final_congestion.png
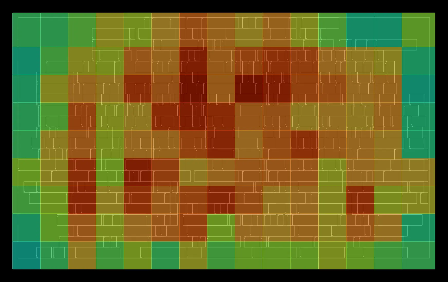
cell_classes.png
Bar = 20 um.
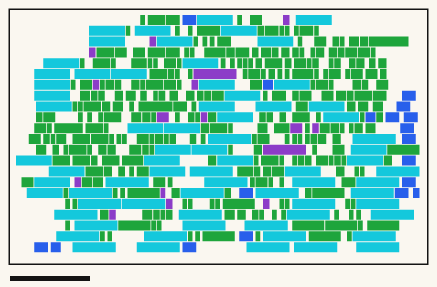
drive_strength.png
Bar = 20 um.
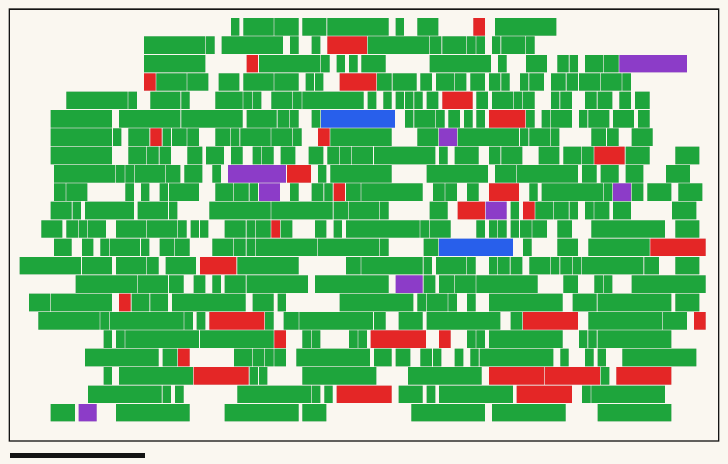
registers.png
Bar = 20 um. Other sequential cells in the stronger grey, the rest of the logic in the fainter grey.
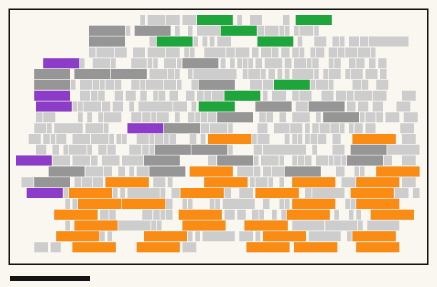
gate_families.png
Bar = 20 um.
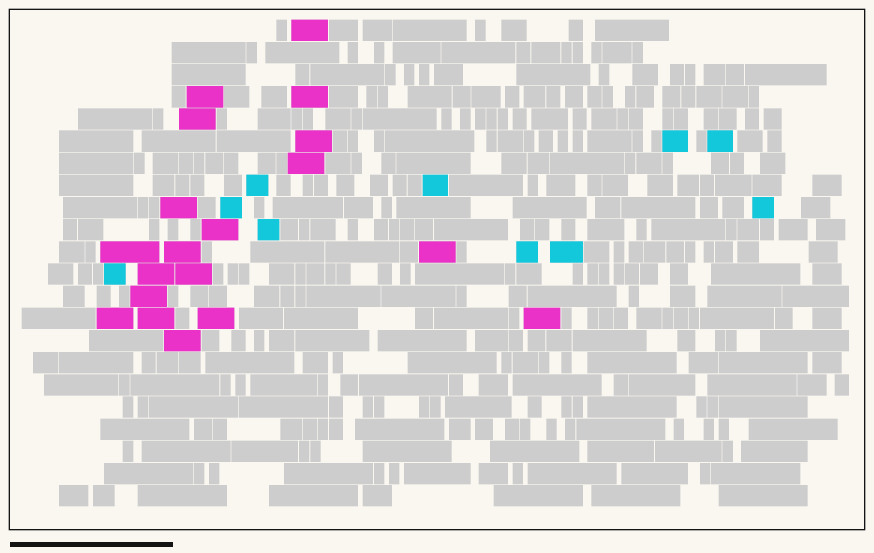
<file path="src/rtl/bit_unstuffer_gen.sv">
// Bit unstuffer: strips zeros stuffed after RUN_LEN ones, checks the PID and buffers
// unstuffed bits in a small FIFO presented on a valid/ready output with packet framing.
module bit_unstuffer_gen #(
    parameter int RUN_LEN   = 6,
    parameter int PID_BITS  = 8,
    parameter int DEPTH     = 32,
    parameter bit CHECK_PID = 1'b1
) (
    input  logic clk,
    input  logic rst_n,
    input  logic abort,
    input  logic in_bit,
    input  logic in_valid,
    input  logic in_sop,
    input  logic in_eop,
    output logic out_bit,
    output logic out_valid,
    input  logic out_ready,
    output logic out_sop,
    output logic out_eop,
    output logic pid_error,
    output logic stuff_error,
    output logic overflow,
    output logic busy
);
    // state | meaning
    // IDLE  | waiting for in_sop
    // PID   | collecting PID bits (pushed to FIFO, output held)
    // DATA  | unstuffing payload, newest bit held back until eop
    // DRAIN | eop seen, emptying FIFO
    // FLUSH | one-cycle cleanup after an error
    typedef enum logic [2:0] {S_IDLE, S_PID, S_DATA, S_DRAIN, S_FLUSH} state_t;

    localparam int CW    = $clog2(RUN_LEN + 1);
    localparam int AW    = $clog2(DEPTH);
    localparam int NW    = AW + 1;
    localparam int PCW   = $clog2(PID_BITS + 1);
    localparam int HALF  = PID_BITS / 2;
    localparam logic [CW-1:0] RUN_MAX = CW'(RUN_LEN);
    localparam logic [NW-1:0] FULL    = NW'(DEPTH);
    localparam logic [NW-1:0] ONE     = NW'(1);
    localparam logic [NW-1:0] TWO     = NW'(2);

    state_t              state, state_n;
    logic [CW-1:0]       ones_cnt, ones_n, ones_b;
    logic [PCW-1:0]      pid_cnt, pid_cnt_n, pcnt_b;
    logic [PID_BITS-1:0] pid_reg, pid_n;
    logic [AW-1:0]       wr_ptr, rd_ptr, wr_b, rd_b, wr_n, rd_n;
    logic [NW-1:0]       count, cnt_b, count_n;
    logic                mem [DEPTH];
    logic                sop_pend, sop_pend_n;
    logic                clr, start, accept, push, pop, pop_eff, in_pid;
    logic                pid_err_n, stuff_err_n, ovf_n;

    always_comb begin
        out_valid = 1'b0;
        if (!abort) begin
            if (state == S_DATA)       out_valid = (count >= TWO);
            else if (state == S_DRAIN) out_valid = (count != '0);
        end
    end

    assign pop     = out_valid & out_ready;
    assign out_bit = out_valid & mem[rd_ptr];
    assign out_sop = out_valid & sop_pend;
    assign out_eop = out_valid & (state == S_DRAIN) & (count == ONE);
    assign busy    = (state != S_IDLE);

    always_comb begin
        state_n     = state;
        clr         = 1'b0;
        start       = 1'b0;
        accept      = 1'b0;
        push        = 1'b0;
        pid_err_n   = 1'b0;
        stuff_err_n = 1'b0;
        ovf_n       = 1'b0;
        ones_b      = ones_cnt;
        pcnt_b      = pid_cnt;
        pid_n       = pid_reg;
        in_pid      = (state == S_PID);

        if (abort) begin
            state_n = S_IDLE;
            clr     = 1'b1;
            ones_b  = '0;
            pcnt_b  = '0;
        end else if (in_valid && in_sop && state != S_FLUSH) begin
            // new packet start, also drops any packet in progress
            state_n = S_PID;
            clr     = 1'b1;
            start   = 1'b1;
            accept  = 1'b1;
            in_pid  = 1'b1;
            ones_b  = '0;
            pcnt_b  = '0;
            pid_n   = '0;
        end else begin
            case (state)
                S_PID: begin
                    if (in_eop) begin
                        pid_err_n = 1'b1;
                        state_n   = S_FLUSH;
                    end else begin
                        accept = in_valid;
                    end
                end
                S_DATA: begin
                    if (in_eop) state_n = S_DRAIN;
                    else        accept  = in_valid;
                end
                S_DRAIN: begin
                    if (count == '0 || (pop && count == ONE)) state_n = S_IDLE;
                end
                S_FLUSH: begin
                    clr     = 1'b1;
                    ones_b  = '0;
                    pcnt_b  = '0;
                    state_n = S_IDLE;
                end
                default: ;
            endcase
        end

        ones_n    = ones_b;
        pid_cnt_n = pcnt_b;
        cnt_b     = clr ? '0 : count;
        wr_b      = clr ? '0 : wr_ptr;
        rd_b      = clr ? '0 : rd_ptr;
        pop_eff   = pop & ~clr;

        if (accept) begin
            if (ones_b == RUN_MAX) begin
                ones_n = '0;
                if (in_bit) begin
                    stuff_err_n = 1'b1;
                    state_n     = S_FLUSH;
                end
            end else if (cnt_b == FULL && !pop_eff) begin
                ovf_n   = 1'b1;
                state_n = S_FLUSH;
            end else begin
                push   = 1'b1;
                ones_n = in_bit ? ones_b + CW'(1) : '0;
                if (in_pid) begin
                    for (int i = 0; i < PID_BITS; i++)
                        if (pcnt_b == PCW'(i)) pid_n[i] = in_bit;
                    pid_cnt_n = pcnt_b + PCW'(1);
                    if (pcnt_b == PCW'(PID_BITS - 1)) begin
                        if (CHECK_PID && (pid_n[PID_BITS-1 -: HALF] != ~pid_n[HALF-1:0])) begin
                            pid_err_n = 1'b1;
                            state_n   = S_FLUSH;
                        end else begin
                            state_n = S_DATA;
                        end
                    end
                end
            end
        end

        wr_n    = wr_b + AW'(push);
        rd_n    = rd_b + AW'(pop_eff);
        count_n = cnt_b + NW'(push) - NW'(pop_eff);

        if (start)        sop_pend_n = 1'b1;
        else if (clr)     sop_pend_n = 1'b0;
        else if (pop)     sop_pend_n = 1'b0;
        else              sop_pend_n = sop_pend;
    end

    always_ff @(posedge clk) begin
        if (push) mem[wr_b] <= in_bit;
    end

    always_ff @(posedge clk or negedge rst_n) begin
        if (!rst_n) begin
            state       <= S_IDLE;
            ones_cnt    <= '0;
            pid_cnt     <= '0;
            pid_reg     <= '0;
            wr_ptr      <= '0;
            rd_ptr      <= '0;
            count       <= '0;
            sop_pend    <= 1'b0;
            pid_error   <= 1'b0;
            stuff_error <= 1'b0;
            overflow    <= 1'b0;
        end else begin
            state       <= state_n;
            ones_cnt    <= ones_n;
            pid_cnt     <= pid_cnt_n;
            pid_reg     <= pid_n;
            wr_ptr      <= wr_n;
            rd_ptr      <= rd_n;
            count       <= count_n;
            sop_pend    <= sop_pend_n;
            pid_error   <= pid_err_n;
            stuff_error <= stuff_err_n;
            overflow    <= ovf_n;
        end
    end
endmodule

</file>
<file path="config.mk">
export PLATFORM = sky130hd
export DESIGN_NAME = bit_unstuffer_gen
export DESIGN_NICKNAME = d
export VERILOG_FILES = /design/src/rtl/bit_unstuffer_gen.sv
export SDC_FILE = /design/constraint.sdc
export NUM_CORES = 1
export LEC_CHECK = 0
export CAP_MARGIN = 25
export CORE_ASPECT_RATIO = 0.6
export CORE_UTILIZATION = 65
export CTS_BUF_LIST = sky130_fd_sc_hd__clkbuf_2
export DETAILED_ROUTE_END_ITERATION = 8
export HOLD_SLACK_MARGIN = 0.08
export PLACE_DENSITY = 0.84
export SLEW_MARGIN = 20
export SYNTH_ARGS = -nofsm -noshare
export SYNTH_HDL_FRONTEND = slang
export SYNTH_SLANG_ARGS = --single-unit
</file>
<file path="constraint.sdc">
create_clock -name clk -period 6.7 [get_ports clk]
set_input_delay 1.005 -clock clk [delete_from_list [all_inputs] [get_ports clk]]
set_output_delay 1.005 -clock clk [all_outputs]
set_load 0.005 [all_outputs]
</file>
==> results.toml <==
# generated from flow reports
[floorplan]
tap_cells = 84
dieArea_um2 = 6680
core_area_um2 = 6110

[synthesis]
ys_ff = 70
synth_warnings = 0
ys_async_sr_fraction_pct = 54.3
muxShareOfSynthArea_pct = 7.68
enable_flop_cells = 32
fa_ha_area_share_pct = 5.95
ys_cells = 401

[job]
warning_count = 31

[route]
route.vias.total = 3208

[layout]
area_growth_pct = 7.43
diodes = 0
nonClockInverterCount = 20
finalInstanceArea_um2 = 4430
nFillCells = 450
drive_gt1_share_pct = 10.1
clock_area_share_pct = 3.08
largest_reg_flops = 32

[final_timing]
final_max_slew_viol_count = 0
period_minus_slack_ps = 4230
timing.fmax_mhz = 237
rsz0062_at_grt = "no"
hold_viol = 0
tightestPinTransition_ps = 877
slew_headroom_pct = 41.5

[clocking]
cts_root_buf = "clkbuf_2"
cts_tree = "built"

[worst_setup_path]
slowest_delay_ps = 770
r2r_end = "count[5]"
path_delay_family = "simple AND/OR/NAND/NOR gates"
reg2reg_depth = 16
path_max_fanout = 19
cp-start-kind = "flip-flop"

[hold_path]
min_path_type = "input pin to asynchronous set/reset pin"

[power_and_ir_drop]
p_per_area_nw_per_um2 = 192
internal_power_w = 0.000619
power_switching_w = 0.000232
leakagePower_nw = 1.78

[status]
status = "finished, final reports clean"

[place]
place_area_um2 = 4290
-- final_congestion.png (at the start) --
GR Util met3: 11.2%
Post-Route Utilization: 72.5%

-- cell_classes.png (at the start) --
[clock drivers and dummy loads] purple | cells: 16 | share of their area: 3.2%
[other buffers and delay cells] blue | cells: 18 | share of their area: 3.9%
[all other logic] green | cells: 310 | share of their area: 49%
[flops] cyan | cells: 70 | share of their area: 44%

-- drive_strength.png (at the start) --
[drive 2] red | cells: 32 | share: 7.7%
[drive 3 to 4] purple | cells: 8 | share: 1.9% | most used: buf_4
[drive 1 or less] green | cells: 372 | share: 90% | most used: nor2_1
[drive 6 and up] blue | cells: 2 | share: 0.48% | most used: bufinv_16

-- registers.png (at the start) --
[count] purple | sequential cells: 6
[mem] orange | sequential cells: 32
[pid_reg] green | sequential cells: 8 | where: top middle

-- gate_families.png (at the start) --
[adder and majority cells] magenta | cells: 19
[AND-OR and OR-AND gates] cyan | cells: 10
combinational share of cell area: 45.9%
Layout Cells excl Fill: 498
most frequent logic cell in the layout: nor2_1

==> power groups by stage <==
stage	Clock [W]	Sequential, W	Combinational, W
after floorplan	0	0.000474	0.0000663
after global placement	0	0.000479	0.0000946
after detailed placement	0	0.000479	0.0000981
after CTS	0.000279	0.000471	0.0000990
after global routing	0.000302	0.000473	0.000110
final	0.000279	0.000471	0.000101
==> per-stage QoR <==
| stage | setup WS [ps] | cells | hold WS (ps) | total power (W) |
|---|---|---|---|---|
| after floorplan | 2590 | 401 | 459 | 0.000540 |
| after global placement | 2190 | 482 | 512 | 0.000573 |
| after detailed placement | 1970 | 482 | 533 | 0.000577 |
| after CTS | 2520 | 498 | 558 | 0.000849 |
| after global routing | 2160 | 498 | 547 | 0.000885 |
| final | 2470 | 498 | 547 | 0.000851 |
==> layer usage <==
layer	wire, um	global-route usage (%)	share of wire [%]
met5	0	0	0
met4	140	7.22	1.4
met3	1200	11.2	12
met2	4160	46.4	42
met1	4470	49.8	45
==> cells by family (layout without fill, tap and decap cells) <==
| kind of cell | Yosys count | in the layout |
|---|---|---|
| AND-OR/OR-AND | 68 | 68 |
| flip-flops | 70 | 70 |
| XOR/XNOR | 18 | 18 |
| adder cells (fa/ha/maj) | 19 | 19 |
| multiplexers | 19 | 19 |
| buffers and inverters | 41 | 54 |
| AND/OR/NAND/NOR | 166 | 166 |
==> cells in the final DEF (no fill, tap or decap), drive strengths merged, types with 10 or more instances in the layout <==
| cell type | n |
|---|---|
| a21oi | 15 |
| clkbuf | 10 |
| clkdlybuf4s50 | 14 |
| dfrtp | 38 |
| edfxtp | 32 |
| ha | 18 |
| inv | 20 |
| mux4 | 10 |
| nand2 | 45 |
| nand3 | 14 |
| nor2 | 60 |
| o21ai | 13 |
| xnor2 | 12 |
Power is estimated from default activity; no workload was simulated.
